==> config.mk <==
export PLATFORM = sky130hd
export DESIGN_NAME = player_bullet_pool
export DESIGN_NICKNAME = d
export VERILOG_FILES = /design/src/rtl/player_bullet_pool_pkg.sv /design/src/rtl/player_bullet_pool_slot.sv /design/src/rtl/player_bullet_pool.sv
export SDC_FILE = /design/constraint.sdc
export NUM_CORES = 1
export LEC_CHECK = 0
export CAP_MARGIN = 20
export CORE_MARGIN = 2
export CORE_UTILIZATION = 40
export DETAILED_ROUTE_END_ITERATION = 6
export HOLD_SLACK_MARGIN = 0.03
export MAX_ROUTING_LAYER = met4
export PLACE_DENSITY = 0.61
export SETUP_SLACK_MARGIN = 0.15
export SLEW_MARGIN = 20
export SYNTH_ARGS = -nofsm -noshare
export SYNTH_HDL_FRONTEND = slang
export SYNTH_SLANG_ARGS = --single-unit
==> constraint.sdc <==
create_clock -name clk -period 4.8 [get_ports clk]
set_input_delay 0.96 -clock clk [delete_from_list [all_inputs] [get_ports clk]]
set_output_delay 0.96 -clock clk [all_outputs]
set_load 0.01 [all_outputs]
==> src/rtl/player_bullet_pool_pkg.sv <==
// GamePkg: shared game geometry plus the player bullet pool parameters.
// Geometry constants are signed 12-bit so every position calculation is done
// one bit wider than the widest port and cannot overflow.
package GamePkg;

  localparam logic signed [11:0] BULLET_STEP_X  = 12'sd8;
  localparam logic signed [11:0] BULLET_X       = 12'sd4;
  localparam logic signed [11:0] BULLET_Y       = 12'sd4;
  localparam logic signed [11:0] PLAYER_X       = 12'sd16;
  localparam logic signed [11:0] PLAYER_Y       = 12'sd32;
  localparam logic signed [11:0] SQUAT_PLAYER_Y = 12'sd16;
  localparam logic signed [11:0] MAP_X          = 12'sd320;

  localparam int               GOOD_BULLET_SLOTS = 4;
  localparam logic [3:0]       FIRE_COOLDOWN     = 4'd8;

  typedef enum logic {
    SLOT_IDLE = 1'b0,
    SLOT_FLY  = 1'b1
  } slot_state_e;

  // Sign-extend an 11-bit x coordinate to the 12-bit arithmetic width.
  function automatic logic signed [11:0] sx11(input logic signed [10:0] v);
    return {v[10], v};
  endfunction

  // Sign-extend a 10-bit y coordinate to the 12-bit arithmetic width.
  function automatic logic signed [11:0] sx10(input logic signed [9:0] v);
    return {{2{v[9]}}, v};
  endfunction

endpackage

==> src/rtl/player_bullet_pool_slot.sv <==
// good_bullet_slot: one player bullet. Holds IDLE/FLY state and position,
// advances the bullet on each tick, tests the advanced position against the
// enemy hitbox and the right map edge, and retires the bullet on either.
// Ports: clk, rst_n, tick_i, spawn_i/spawn_x_i/spawn_y_i (load request, only
// honoured when IDLE), xEnemy_i/yEnemy_i/enemySquat_i (target), x_o/y_o/is_e_o
// (registered slot state), hit_o (combinational, this tick's hit).
module good_bullet_slot
  import GamePkg::*;
(
  input  logic               clk,
  input  logic               rst_n,
  input  logic               tick_i,
  input  logic               spawn_i,
  input  logic signed [10:0] spawn_x_i,
  input  logic signed [9:0]  spawn_y_i,
  input  logic signed [10:0] xEnemy_i,
  input  logic signed [9:0]  yEnemy_i,
  input  logic               enemySquat_i,
  output logic signed [10:0] x_o,
  output logic signed [9:0]  y_o,
  output logic               is_e_o,
  output logic               hit_o
);

  slot_state_e        state_q, state_d;
  logic signed [10:0] x_q, x_d;
  logic signed [9:0]  y_q, y_d;

  logic signed [11:0] x_next_s;
  logic signed [11:0] y_s;
  logic signed [11:0] ye_s;
  logic signed [11:0] half_h_s;
  logic               hit_c_s;
  logic               exit_c_s;

  // Hitbox / exit tests use the already-advanced x; hit has priority over exit.
  always_comb begin
    state_d  = state_q;
    x_d      = x_q;
    y_d      = y_q;
    hit_o    = 1'b0;
    x_next_s = sx11(x_q) + BULLET_STEP_X;
    y_s      = sx10(y_q);
    ye_s     = sx10(yEnemy_i);
    half_h_s = enemySquat_i ? SQUAT_PLAYER_Y : PLAYER_Y;
    hit_c_s  = (x_next_s + BULLET_X > sx11(xEnemy_i) - PLAYER_X) &&
               (y_s - BULLET_Y < ye_s + half_h_s) &&
               (y_s + BULLET_Y > ye_s - half_h_s);
    exit_c_s = (x_next_s > MAP_X - BULLET_X);
    if (tick_i) begin
      case (state_q)
        SLOT_FLY: begin
          x_d   = x_next_s[10:0];
          hit_o = hit_c_s;
          if (hit_c_s || exit_c_s) begin
            state_d = SLOT_IDLE;
          end else begin
            state_d = SLOT_FLY;
          end
        end
        SLOT_IDLE: begin
          // A fresh bullet is neither moved nor tested on its spawn tick.
          if (spawn_i) begin
            state_d = SLOT_FLY;
            x_d     = spawn_x_i;
            y_d     = spawn_y_i;
          end else begin
            state_d = SLOT_IDLE;
          end
        end
        default: state_d = SLOT_IDLE;
      endcase
    end else begin
      state_d = state_q;
    end
  end

  // Slot state and position registers.
  always_ff @(posedge clk or negedge rst_n) begin
    if (!rst_n) begin
      state_q <= SLOT_IDLE;
      x_q     <= 11'sd0;
      y_q     <= 10'sd0;
    end else begin
      state_q <= state_d;
      x_q     <= x_d;
      y_q     <= y_d;
    end
  end

  assign x_o    = x_q;
  assign y_o    = y_q;
  assign is_e_o = (state_q == SLOT_FLY);

endmodule

==> src/rtl/player_bullet_pool.sv <==
// player_bullet_pool: pool of four player bullets. Allocates new bullets to
// the lowest free slot subject to a fire cooldown, and reports how many
// bullets hit the enemy on the previous tick.
// Ports: clk, rst_n, tick (frame enable), attack/defend (fire control),
// xPlayer/yPlayer, xEnemy/yEnemy/enemySquat (positions), x/y/isE per slot
// (registered), isHit/hitCnt (registered hit report for the preceding tick).
module player_bullet_pool
  import GamePkg::*;
(
  input  logic               clk,
  input  logic               rst_n,
  input  logic               tick,
  input  logic               attack,
  input  logic               defend,
  input  logic signed [10:0] xPlayer,
  input  logic signed [9:0]  yPlayer,
  input  logic signed [10:0] xEnemy,
  input  logic signed [9:0]  yEnemy,
  input  logic               enemySquat,
  output logic signed [10:0] x [0:3],
  output logic signed [9:0]  y [0:3],
  output logic               isE [0:3],
  output logic               isHit,
  output logic [2:0]         hitCnt
);

  logic [3:0]         cd_q, cd_d;
  logic               is_hit_q, is_hit_d;
  logic [2:0]         hit_cnt_q, hit_cnt_d;

  logic [3:0]         spawn_s;
  logic [3:0]         hit_s;
  logic               fire_ok_s;
  logic               any_idle_s;
  logic               found_s;
  logic signed [11:0] spawn_x12_s;

  for (genvar g = 0; g < GOOD_BULLET_SLOTS; g++) begin : g_slot
    good_bullet_slot u_slot (
      .clk          (clk),
      .rst_n        (rst_n),
      .tick_i       (tick),
      .spawn_i      (spawn_s[g]),
      .spawn_x_i    (spawn_x12_s[10:0]),
      .spawn_y_i    (yPlayer),
      .xEnemy_i     (xEnemy),
      .yEnemy_i     (yEnemy),
      .enemySquat_i (enemySquat),
      .x_o          (x[g]),
      .y_o          (y[g]),
      .is_e_o       (isE[g]),
      .hit_o        (hit_s[g])
    );
  end

  // Allocation, cooldown and hit counting. Free slots are judged on the
  // registered isE, so a slot retiring this tick is not reused until the next.
  always_comb begin
    spawn_s     = 4'b0000;
    found_s     = 1'b0;
    any_idle_s  = 1'b0;
    hit_cnt_d   = 3'd0;
    spawn_x12_s = sx11(xPlayer) + PLAYER_X + BULLET_X;
    for (int i = 0; i < GOOD_BULLET_SLOTS; i++) begin
      if (!isE[i]) begin
        any_idle_s = 1'b1;
      end else begin
        any_idle_s = any_idle_s;
      end
    end
    fire_ok_s = tick && attack && !defend && (cd_q == 4'd0) && any_idle_s;
    for (int i = 0; i < GOOD_BULLET_SLOTS; i++) begin
      if (fire_ok_s && !isE[i] && !found_s) begin
        spawn_s[i] = 1'b1;
        found_s    = 1'b1;
      end else begin
        spawn_s[i] = spawn_s[i];
      end
      hit_cnt_d = hit_cnt_d + {2'b00, hit_s[i]};
    end
    is_hit_d = (hit_cnt_d != 3'd0);
    if (fire_ok_s) begin
      cd_d = FIRE_COOLDOWN;
    end else if (tick && (cd_q != 4'd0)) begin
      cd_d = cd_q - 4'd1;
    end else begin
      cd_d = cd_q;
    end
  end

  // Cooldown and hit report registers; hit_s is already zero off-tick.
  always_ff @(posedge clk or negedge rst_n) begin
    if (!rst_n) begin
      cd_q      <= 4'd0;
      is_hit_q  <= 1'b0;
      hit_cnt_q <= 3'd0;
    end else begin
      cd_q      <= cd_d;
      is_hit_q  <= is_hit_d;
      hit_cnt_q <= hit_cnt_d;
    end
  end

  assign isHit  = is_hit_q;
  assign hitCnt = hit_cnt_q;

endmodule

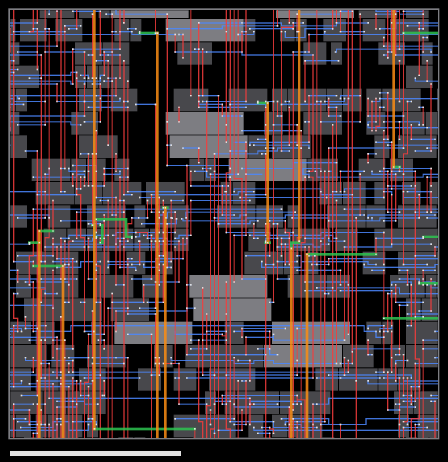
Figure 1: layout detail.
Scale bar: 20 µm. Region (55, 87) to (105, 137) µm. Cells in gray, sequential cells in the stronger gray; small squares are vias.
blue -> M1
green -> M3
red -> M2
orange -> M4
netlist names of flops here include = g_slot.u_slot.x_o (3), hitCnt (3)
sequential cells in the window = 9
most frequent = ha_1 (35), buf_4 (15)
cells with their middle in the window = 170

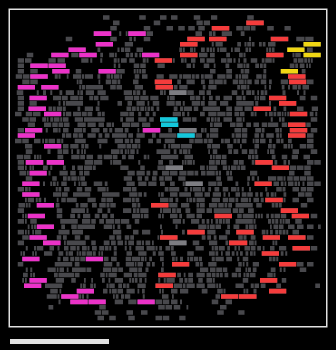
Figure 2: sequential cells colored by netlist name.
Scale bar: 50 µm. Other sequential cells in the stronger gray, the rest of the logic in the fainter gray.
red -> g_slot.u_slot.x_o  # flops 44
magenta -> g_slot.u_slot.y_o  # flops 40
cyan -> hitCnt  # flops 3
yellow -> cd_q  # flops 4, where north-east
not colored = 5

==> results_slide.txt <==
Synthesis and Place & Route Summary

Layout
  – Most frequent logic cell in the layout: ha_1
  – Fill cells: 2336
  – # diodes: 0
  – Comb_multi_in: 968
  – Clock buffer count in the final layout: 10
  – Final Non-Filler Cells: 1701

Critical path
  – Critical path class: input pin to flop
  – Critical Path Max Stage Delay: 460 ps
  – CP Cell Sequence: buf_4, ha_4, inv_2, fa_2, nand3b_1, xor2_2, ha_4, a211oi_4, nor3_2, or4b_1, o32a_1, nor4_2, o2111ai_2, nor2_2, fa_1, ha_2, ha_4, or3_1
  – Worst endpoint required time: 5040 ps
  – Setup crit start kind: input pin
  – CP startpoint: yEnemy[4]
  – Worst-case reg-to-reg path depth: 17
  – CP endpoint kind: flop

Clock tree
  – Clock Sinks: 96

Yosys
  – Yosys chip area: 0.009761 mm²
  – Syn Inst Count: 1194

Final timing
  – RSZ-0062 raised after global routing: yes
  – Worst rel slew slack: 35.28%
  – Worst hold slack: 500.8 ps

Min path
  – Endpoint, Worst Hold: cd_q[2]
  – Worst Min Path Start: cd_q[2]

Die
  – Fp util: 40.49%

Run status
  – Run status: completed
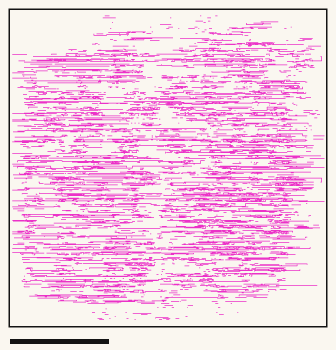
Figure 3: metal 1.
Scale bar: 50 µm.
wire length on this layer = 14300 µm
share of all routed wire = 45%

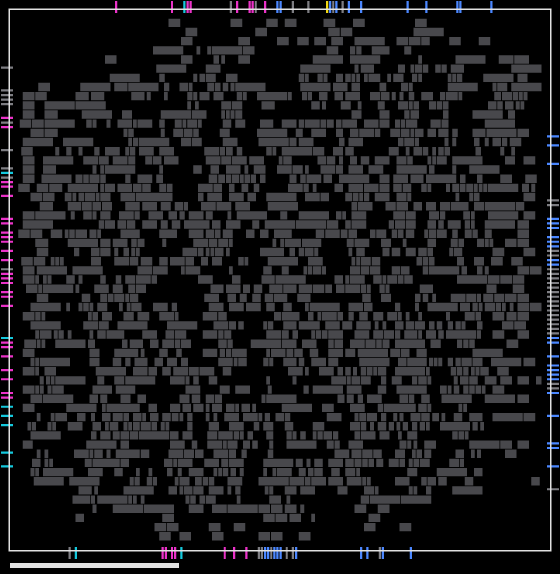
Figure 4: I/O pins on the die edge.
Scale bar: 50 µm. Pins as bars across the die edge, other pins in gray.
yellow -> isHit  # pins 1, direction output, edge north
cyan -> yEnemy  # pins 10, direction input, edge 7 west, 2 south, 1 north
blue -> x  # pins 44, direction output, edge 23 east, 11 north, 10 south
magenta -> y  # pins 40, direction output, edge 25 west, 8 north, 7 south
all pins by edge = 45 east, 42 west, 27 north, 26 south

[registers in the layout, indices dropped and copies added, names as in the netlist]
signal                flops
cd_q                      4
g_slot.u_slot.is_e_o      4
g_slot.u_slot.x_o        44
g_slot.u_slot.y_o        40
hitCnt                    3
isHit                     1
[where the power goes]
part	switching [µW]	leakage (µW)	internal (µW)	total, µW
clock network	367	0.000147	409	776
registers	271	0.00120	954	1220
logic	1040	0.00426	1050	2090
total	1680	0.00561	2410	4090
[metrics by stage]
step	instance area, µm²	worst slack, ps	total power [µW]
6_report	12570	77.06	4088
5_1_grt	12570	-95.04	4407
4_1_cts	12390	18.97	4094
3_5_place_dp	11990	-940.6	3275
3_3_place_gp	11990	-859.7	3247
2_1_floorplan	9848	-86.19	2450
[worst max-delay path, delay by kind of cell]
kind / cells / cell delay, ps
XOR/XNOR: 1 / 200
AND-OR/OR-AND: 3 / 730
AND/OR/NAND/NOR: 6 / 1470
adder cells (fa/ha/maj): 6 / 1450
buffers and inverters: 2 / 130
[synthesized netlist by cell type (all sizes together) (17+ instances only)]
cell type	count
a21oi	69
clkbuf	48
dfrtp	96
ha	154
inv	65
mux2	17
nand2	141
nand3	57
nand4	19
nor2	87
nor3	35
o21ai	69
xnor2	70
xor2	48
[cells by family (layout without fill, tap and decap cells)]
logic type,after synthesis,after routing,synth area share (%)
adders and majority gates,157,157,20.36
DFF,96,96,24.61
AOI/OAI and AO/OA,259,259,16.84
xor gates and xnor gates,118,118,10.59
buffers and inverters,130,313,5.345
muxes,21,21,2.371
and+or+nand+nor,413,413,19.88
[repair_timing]
| action | CTS | global route |
|---|---|---|
| pin swaps | 17 | 6 |
| endpoints found under the setup margin | 4 | 5 |
| setup buffers | 8 | 3 |
| gates resized | 29 | 32 |
| hold buffers | 0 | 0 |
No activity file was given, so power comes from the tool's default toggle rates.
